Figure 1. Clock wiring as the flow saved it.
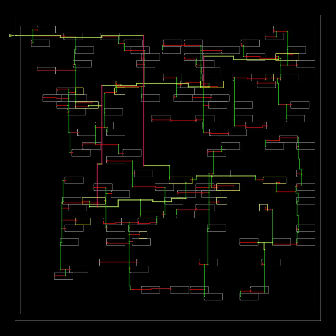
Figure 2. Metal layers overlaid.
Two of the layers only.
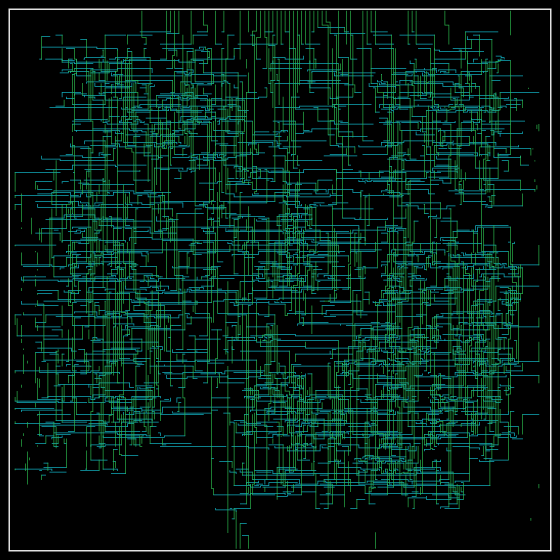
Figure 3. Sequential cells grouped by signal name.
Bar = 20 um. Other sequential cells in the stronger gray, the rest of the logic in the fainter gray.
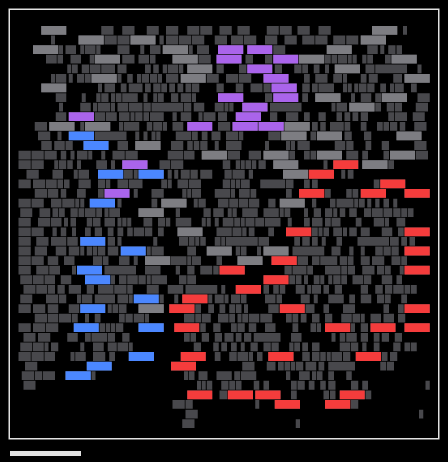
--- src/rtl/cosim_traffic_gen_pkg.sv ---
// Shared types for the cosim traffic generator/checker.
// Holds the FSM encoding and counter width used across the slice.
package Cosim_TrafficPkg;

    localparam int TOKEN_CNT_W = 16;

    typedef enum logic [1:0] {
        IDLE,
        RUN,
        DRAIN,
        DONE
    } genState_e;

    function automatic logic [TOKEN_CNT_W-1:0] satInc(
        input logic [TOKEN_CNT_W-1:0] val,
        input logic                   inc
    );
        if (inc && (val != '1)) begin
            return val + 1'b1;
        end
        return val;
    endfunction

endpackage

--- src/rtl/cosim_traffic_gen.sv ---
// Token generator and in-order return checker for endpoint loopback.
// Sends SEED+k tokens, bounds outstanding, compares the echoed stream.
module cosim_traffic_gen
    import Cosim_TrafficPkg::*;
#(
    parameter int TYPE_SIZE_BITS = 23,
    parameter int NUM_TOKENS = 16,
    parameter int MAX_OUTSTANDING = 4,
    parameter logic [TYPE_SIZE_BITS-1:0] SEED =
        TYPE_SIZE_BITS'(23'h000100),
    parameter int TIMEOUT = 1000
) (
    input  logic                      clk,
    input  logic                      rstn,
    input  logic                      start,
    output logic                      DataInValid,
    input  logic                      DataInReady,
    output logic [TYPE_SIZE_BITS-1:0] DataIn,
    input  logic                      DataOutValid,
    output logic                      DataOutReady,
    input  logic [TYPE_SIZE_BITS-1:0] DataOut,
    output logic                      busy,
    output logic                      done,
    output logic                      err,
    output logic [TOKEN_CNT_W-1:0]    err_count,
    output logic [TOKEN_CNT_W-1:0]    sent_count,
    output logic [TOKEN_CNT_W-1:0]    recv_count
);

    localparam logic [TOKEN_CNT_W-1:0] NUM_TOK =
        TOKEN_CNT_W'(NUM_TOKENS);
    localparam logic [7:0] MAX_OUT = 8'(MAX_OUTSTANDING);
    localparam logic [31:0] TIMEOUT_W = 32'(TIMEOUT);

    genState_e state;
    genState_e stateNext;

    logic sendFire;
    logic recvFire;
    logic startHit;
    logic mismatch;
    logic timeoutHit;

    logic [TOKEN_CNT_W-1:0] sentNext;
    logic [TOKEN_CNT_W-1:0] recvNext;
    logic [7:0]             outstanding;
    logic [7:0]             outNext;
    logic [31:0]            watchdog;

    logic [TYPE_SIZE_BITS-1:0] expected;

    logic [TYPE_SIZE_BITS-1:0] dataInD;
    logic                      validD;
    logic [TOKEN_CNT_W-1:0]    sentD;
    logic [TOKEN_CNT_W-1:0]    recvD;
    logic [TOKEN_CNT_W-1:0]    errCntD;
    logic                      errD;
    logic [7:0]                outD;
    logic [31:0]               watchdogD;

    assign sendFire = DataInValid && DataInReady;
    assign recvFire = DataOutValid && DataOutReady;
    assign startHit = start && ((state == IDLE) || (state == DONE));
    assign sentNext = sent_count + TOKEN_CNT_W'(sendFire);
    assign recvNext = recv_count + TOKEN_CNT_W'(recvFire);
    assign expected = SEED + TYPE_SIZE_BITS'(recv_count);
    assign mismatch = recvFire && (DataOut != expected);

    // Watchdog only runs in DRAIN; any receive restarts the idle window.
    assign timeoutHit = (state == DRAIN) && !recvFire &&
                        ((watchdog + 32'd1) >= TIMEOUT_W);

    always_comb begin
        unique case ({sendFire, recvFire})
            2'b10:   outNext = outstanding + 8'd1;
            2'b01:   outNext = outstanding - 8'd1;
            default: outNext = outstanding;
        endcase
    end

    always_ff @(posedge clk) begin
        if (!rstn) begin
            state <= IDLE;
        end else begin
            state <= stateNext;
        end
    end

    always_comb begin
        stateNext = state;
        unique case (state)
            IDLE, DONE: begin
                if (start) stateNext = RUN;
            end
            RUN: begin
                if (sentNext == NUM_TOK) stateNext = DRAIN;
            end
            DRAIN: begin
                if ((recvNext == NUM_TOK) || timeoutHit) begin
                    stateNext = DONE;
                end
            end
            default: stateNext = IDLE;
        endcase
    end

    always_comb begin
        busy         = (state == RUN) || (state == DRAIN);
        done         = (state == DONE);
        DataOutReady = busy && (outstanding != 8'd0);
    end

    always_comb begin
        dataInD   = DataIn;
        validD    = DataInValid;
        sentD     = sent_count;
        recvD     = recv_count;
        errCntD   = err_count;
        errD      = err;
        outD      = outstanding;
        watchdogD = watchdog;
        if (startHit) begin
            dataInD   = SEED;
            validD    = 1'b1;
            sentD     = '0;
            recvD     = '0;
            errCntD   = '0;
            errD      = 1'b0;
            outD      = '0;
            watchdogD = '0;
        end else if (busy) begin
            sentD   = sentNext;
            recvD   = recvNext;
            outD    = outNext;
            errD    = err || mismatch || timeoutHit;
            errCntD = satInc(err_count, mismatch || timeoutHit);
            if ((state == DRAIN) && !recvFire) begin
                watchdogD = watchdog + 32'd1;
            end else begin
                watchdogD = '0;
            end
            // A presented token holds until accepted.
            if (state != RUN) begin
                validD = 1'b0;
            end else if (DataInValid && !sendFire) begin
                validD = 1'b1;
            end else if ((sentNext < NUM_TOK) && (outNext < MAX_OUT)) begin
                validD  = 1'b1;
                dataInD = SEED + TYPE_SIZE_BITS'(sentNext);
            end else begin
                validD = 1'b0;
            end
        end
    end

    always_ff @(posedge clk) begin
        if (!rstn) begin
            DataIn      <= '0;
            DataInValid <= 1'b0;
            sent_count  <= '0;
            recv_count  <= '0;
            err_count   <= '0;
            err         <= 1'b0;
            outstanding <= '0;
            watchdog    <= '0;
        end else begin
            DataIn      <= dataInD;
            DataInValid <= validD;
            sent_count  <= sentD;
            recv_count  <= recvD;
            err_count   <= errCntD;
            err         <= errD;
            outstanding <= outD;
            watchdog    <= watchdogD;
        end
    end

endmodule

--- config.mk ---
export PLATFORM = sky130hd
export DESIGN_NAME = cosim_traffic_gen
export DESIGN_NICKNAME = d
export VERILOG_FILES = /design/src/rtl/cosim_traffic_gen_pkg.sv /design/src/rtl/cosim_traffic_gen.sv
export SDC_FILE = /design/constraint.sdc
export NUM_CORES = 1
export LEC_CHECK = 0
export ABC_CLOCK_PERIOD_IN_PS = 5950
export CORE_MARGIN = 2
export CORE_UTILIZATION = 49
export CTS_CLUSTER_DIAMETER = 40
export DETAILED_ROUTE_END_ITERATION = 12
export HOLD_SLACK_MARGIN = 0.02
export MAX_ROUTING_LAYER = met4
export PLACE_DENSITY_LB_ADDON = 0.3
export REMOVE_ABC_BUFFERS = 1
export SYNTH_ARGS = -nofsm -noshare
export SYNTH_HDL_FRONTEND = slang
export SYNTH_SLANG_ARGS = --single-unit
export TNS_END_PERCENT = 1
--- constraint.sdc ---
create_clock -name clk -period 5.95 [get_ports clk]
set_input_delay 1.4875 -clock clk [delete_from_list [all_inputs] [get_ports clk]]
set_output_delay 1.4875 -clock clk [all_outputs]
set_load 0.05 [all_outputs]
==> results_slide.txt <==
Implementation Results

Finish
  – Max reg flops: 32
  – Fin cells: 1107
  – NonClk Buf Share: between 10 and 15%
  – Non-clk invs: 19
  – Area-dominant class: multi-input combinational cells
  – Layout net count: between 900 and 1000
  – Top flop regs: watchdog (32), DataIn (17)
  – Sequential cell area: approximately 2200 um^2
  – Clock-cell share of area: between 3 and 4%
  – Multi-input gates: between 600 and 700
  – Proportion of layout cells with a drive suffix above 1: roughly 3.9%
  – Area grow syn2layout: 19.1%
  – Fin area: just over 8000 um^2
  – Clkbuf count: 9
  – Fin util: between 60% and 70%
  – Sequential cell area share: 27.1%
  – Combinational share of cell area: a little over half
  – Non-CTS buffers: between 100 and 150
  – Fillers: roughly 1300
  – Most frequent cells in the layout: dfxtp_1 (109), clkdlybuf4s50_1 (97), nor2_1 (93)
  – Largest reg by FF count: watchdog
  – MI comb area: between 4000 and 5000 um^2
  – Antenna diodes: 1
  – Top cell excl fill/tap: dfxtp_1

Min path
  – Worst min path class: reg -> reg

Global route
  – Gr ovfl total: 0
  – Largest net degree at the start of global routing: between 90 and 100
  – First-pass GRT wire length: 27700 um
  – GRT Resource Usage Total: roughly a quarter
  – Initial antenna violation count: 1
  – Number of global-route vias before repair: roughly 5900

Setup path
  – Required time worst endpoint: 6.17 ns
  – Crit path DAT: ~5.2 ns
  – Worst setup EP type: register
  – CP max FO: 10
  – Crit Path Class: in -> reg
  – Startpoint Class: input pin

Synth
  – Avg Inst Size Synth: a little under 8 um^2
  – Synth Flop Type: dfxtp_1
  – Fraction of registers with async set/reset: 0%
  – Largest cells by area: dfxtp_1 (32%), xnor2_1 (5.7%), nor2_1 (5.2%)
  – Post-synth top area share: approximately a third
  – Post-synth EDFFs: 0
  – Post-Syn Area: about 6800 um^2
  – Largest area contributor in the netlist: dfxtp_1
  – Unique cell types: between 60 and 70
  – Register share after synthesis: 32.3%
  – Cells after Synth: slightly below 900
  – # Cells Yosys: about 870
  – Yosys synthesis chip area: roughly 6800 um^2

Detailed routing
  – Antenna Nets Post-Route: 0
  – DR vias/cell: around 5.8
  – DR vias: approximately 6500
  – Number of iterations in the first detailed-routing pass: 4
  – Detailed Route WL: ~17000 um
  – # DRC: 0
  – Detailed Route Iter0 Violations: just under 400
  – Routed len/inst: ~15 um

Die
  – FP Rows: about 42
  – Top Ports: 104
  – Core Area: around 13000 um^2
  – Die width: about 120 um
  – Chip area: roughly 15000 um^2
  – Chip height: approximately 120 um
  – Starting Density: around half
  – # Taps: 176

Power and ir drop
  – Pwr dens: between 200 and 250 nW/um^2
  – Overall Power: slightly below 0.002 W
  – Leak: around 2.7 nW
  – Maximum vdd drop: roughly 0.21 mV

Timing
  – Fin crit period: slightly below 5 ns
  – Crit share post-route: between 80 and 90%
  – TNS Setup: 0 ns
  – Max Fclk: 0.202 GHz
  – Hold_ws: 0.474 ns
  – Final slew viol count: 0
  – Final hold vios: 0
  – Slew margin rel.: a little over a quarter
  – Final worst slack: around 1 ns
  – Slew @ Worst Pin: between 1 and 1.5 ns
  – RSZ-0062 raised after global routing: no
  – Final Setup Violations: 0

Clock network
  – Root Buffer: clkbuf_16
  – Setup Buffers After CTS: 0
  – Max clock buf depth: 2
  – Htree depth: 3
  – Post-cts resize count: 0
  – Hold_buf cts: 0
  – TritonCTS buffer count: 9
  – Worst-path clk slew: around 0.08 ns
  – CTS tree: yes
  – Insertion Delay late pin: 0.36 ns

Outcome
  – Run status: complete, no violations

Placed design
  – Dpl cell area: between 7000 and 8000 um^2
  – Post-detail-place hpwl: 11600 um
  – I/O Buffers: 97
  – Pre-CTS setup slack: roughly 0.62 ns
  – Placed Instances: approximately 1100

Flow run
  – Max-cap violations: 0
  – Log Warnings: 31
Notes on Figure 1 above:
skew final: 0.00923 ns
# clock sinks: 109
Flops: 109

Notes on Figure 2 above:
legend:
  green:
    layer: M2
    wire_length: 7890 um
  cyan:
    layer: M1
    wire_length: 7830 um

Notes on Figure 3 above:
legend:
  red:
    netlist_name: `watchdog`
    placed_flops: 32
  blue:
    netlist_name: `recv_count`
    placed_flops: 16
  purple:
    netlist_name: `DataIn`
    placed_flops: 17

layer usage:
| metal | share of wire, % | global-route usage, % | wire length (um) | vias up |
|---|---|---|---|---|
| met4 | 1.4 | 6.18 | 239 | 0 |
| met3 | 5.2 | 5.12 | 867 | 21 |
| met1 | 47 | 30.4 | 7830 | 3045 |
| met2 | 47 | 37.1 | 7890 | 179 |
| li1 | - | - | - | 3222 |
| met5 | 0 | - | 0 | - |
path summary, 6_finish.rpt:
check	startpoint	end	slack (ns)	cells past startpoint
worst min-delay path	DataIn[13]	DataIn[13]	0.47	1
worst max-delay path	DataInReady	DataIn[1]	1.00	14
worst min register to register	DataIn[13]	DataIn[13]	0.47	1
worst max register to register	outstanding[3]	DataIn[1]	1.36	16
cell usage after synthesis (17+ instances only):
master    instances
a21oi_1          69
and3_1           17
o21ai_0          41
xnor2_1          44
nand2_1          59
nand3_1          48
nor3_1           34
nor4_1           17
xor2_1           30
nand4_1          23
clkbuf_1         37
ha_1             21
or3_1            28
nor2_1           93
dfxtp_1         109
inv_1            18
cell families after synthesis:
logic type	count (synthesis)	share of synthesized area [%]
simple gates	390	30.7
compound gates	174	15.4
flops	109	32.3
buf+inv	79	5.21
xor+xnor	74	9.60
fa+ha+maj	22	4.19
mux	17	2.54
other cells	1	0.0555
report_power, final:
part	total, W	switching (W)	internal [W]
combinational	0.000550	0.000396	0.000154
clock	0.000614	0.000315	0.000300
sequential	0.000766	0.0000194	0.000747
total	0.00193	0.000730	0.00120
worst max-delay path, cell delays in order:
cell,delay (ns)
clkdlybuf4s50_1,0.52
nand2_1,0.09
ha_1,0.37
fa_1,0.47
a21o_1,0.19
a21oi_1,0.29
nor4_1,0.08
nor4_1,0.39
a32o_1,0.23
nand3b_1,0.11
nor3_2,0.44
buf_4,0.24
mux2i_1,0.19
nor2_1,0.05
Power and IR drop assume default switching activity.
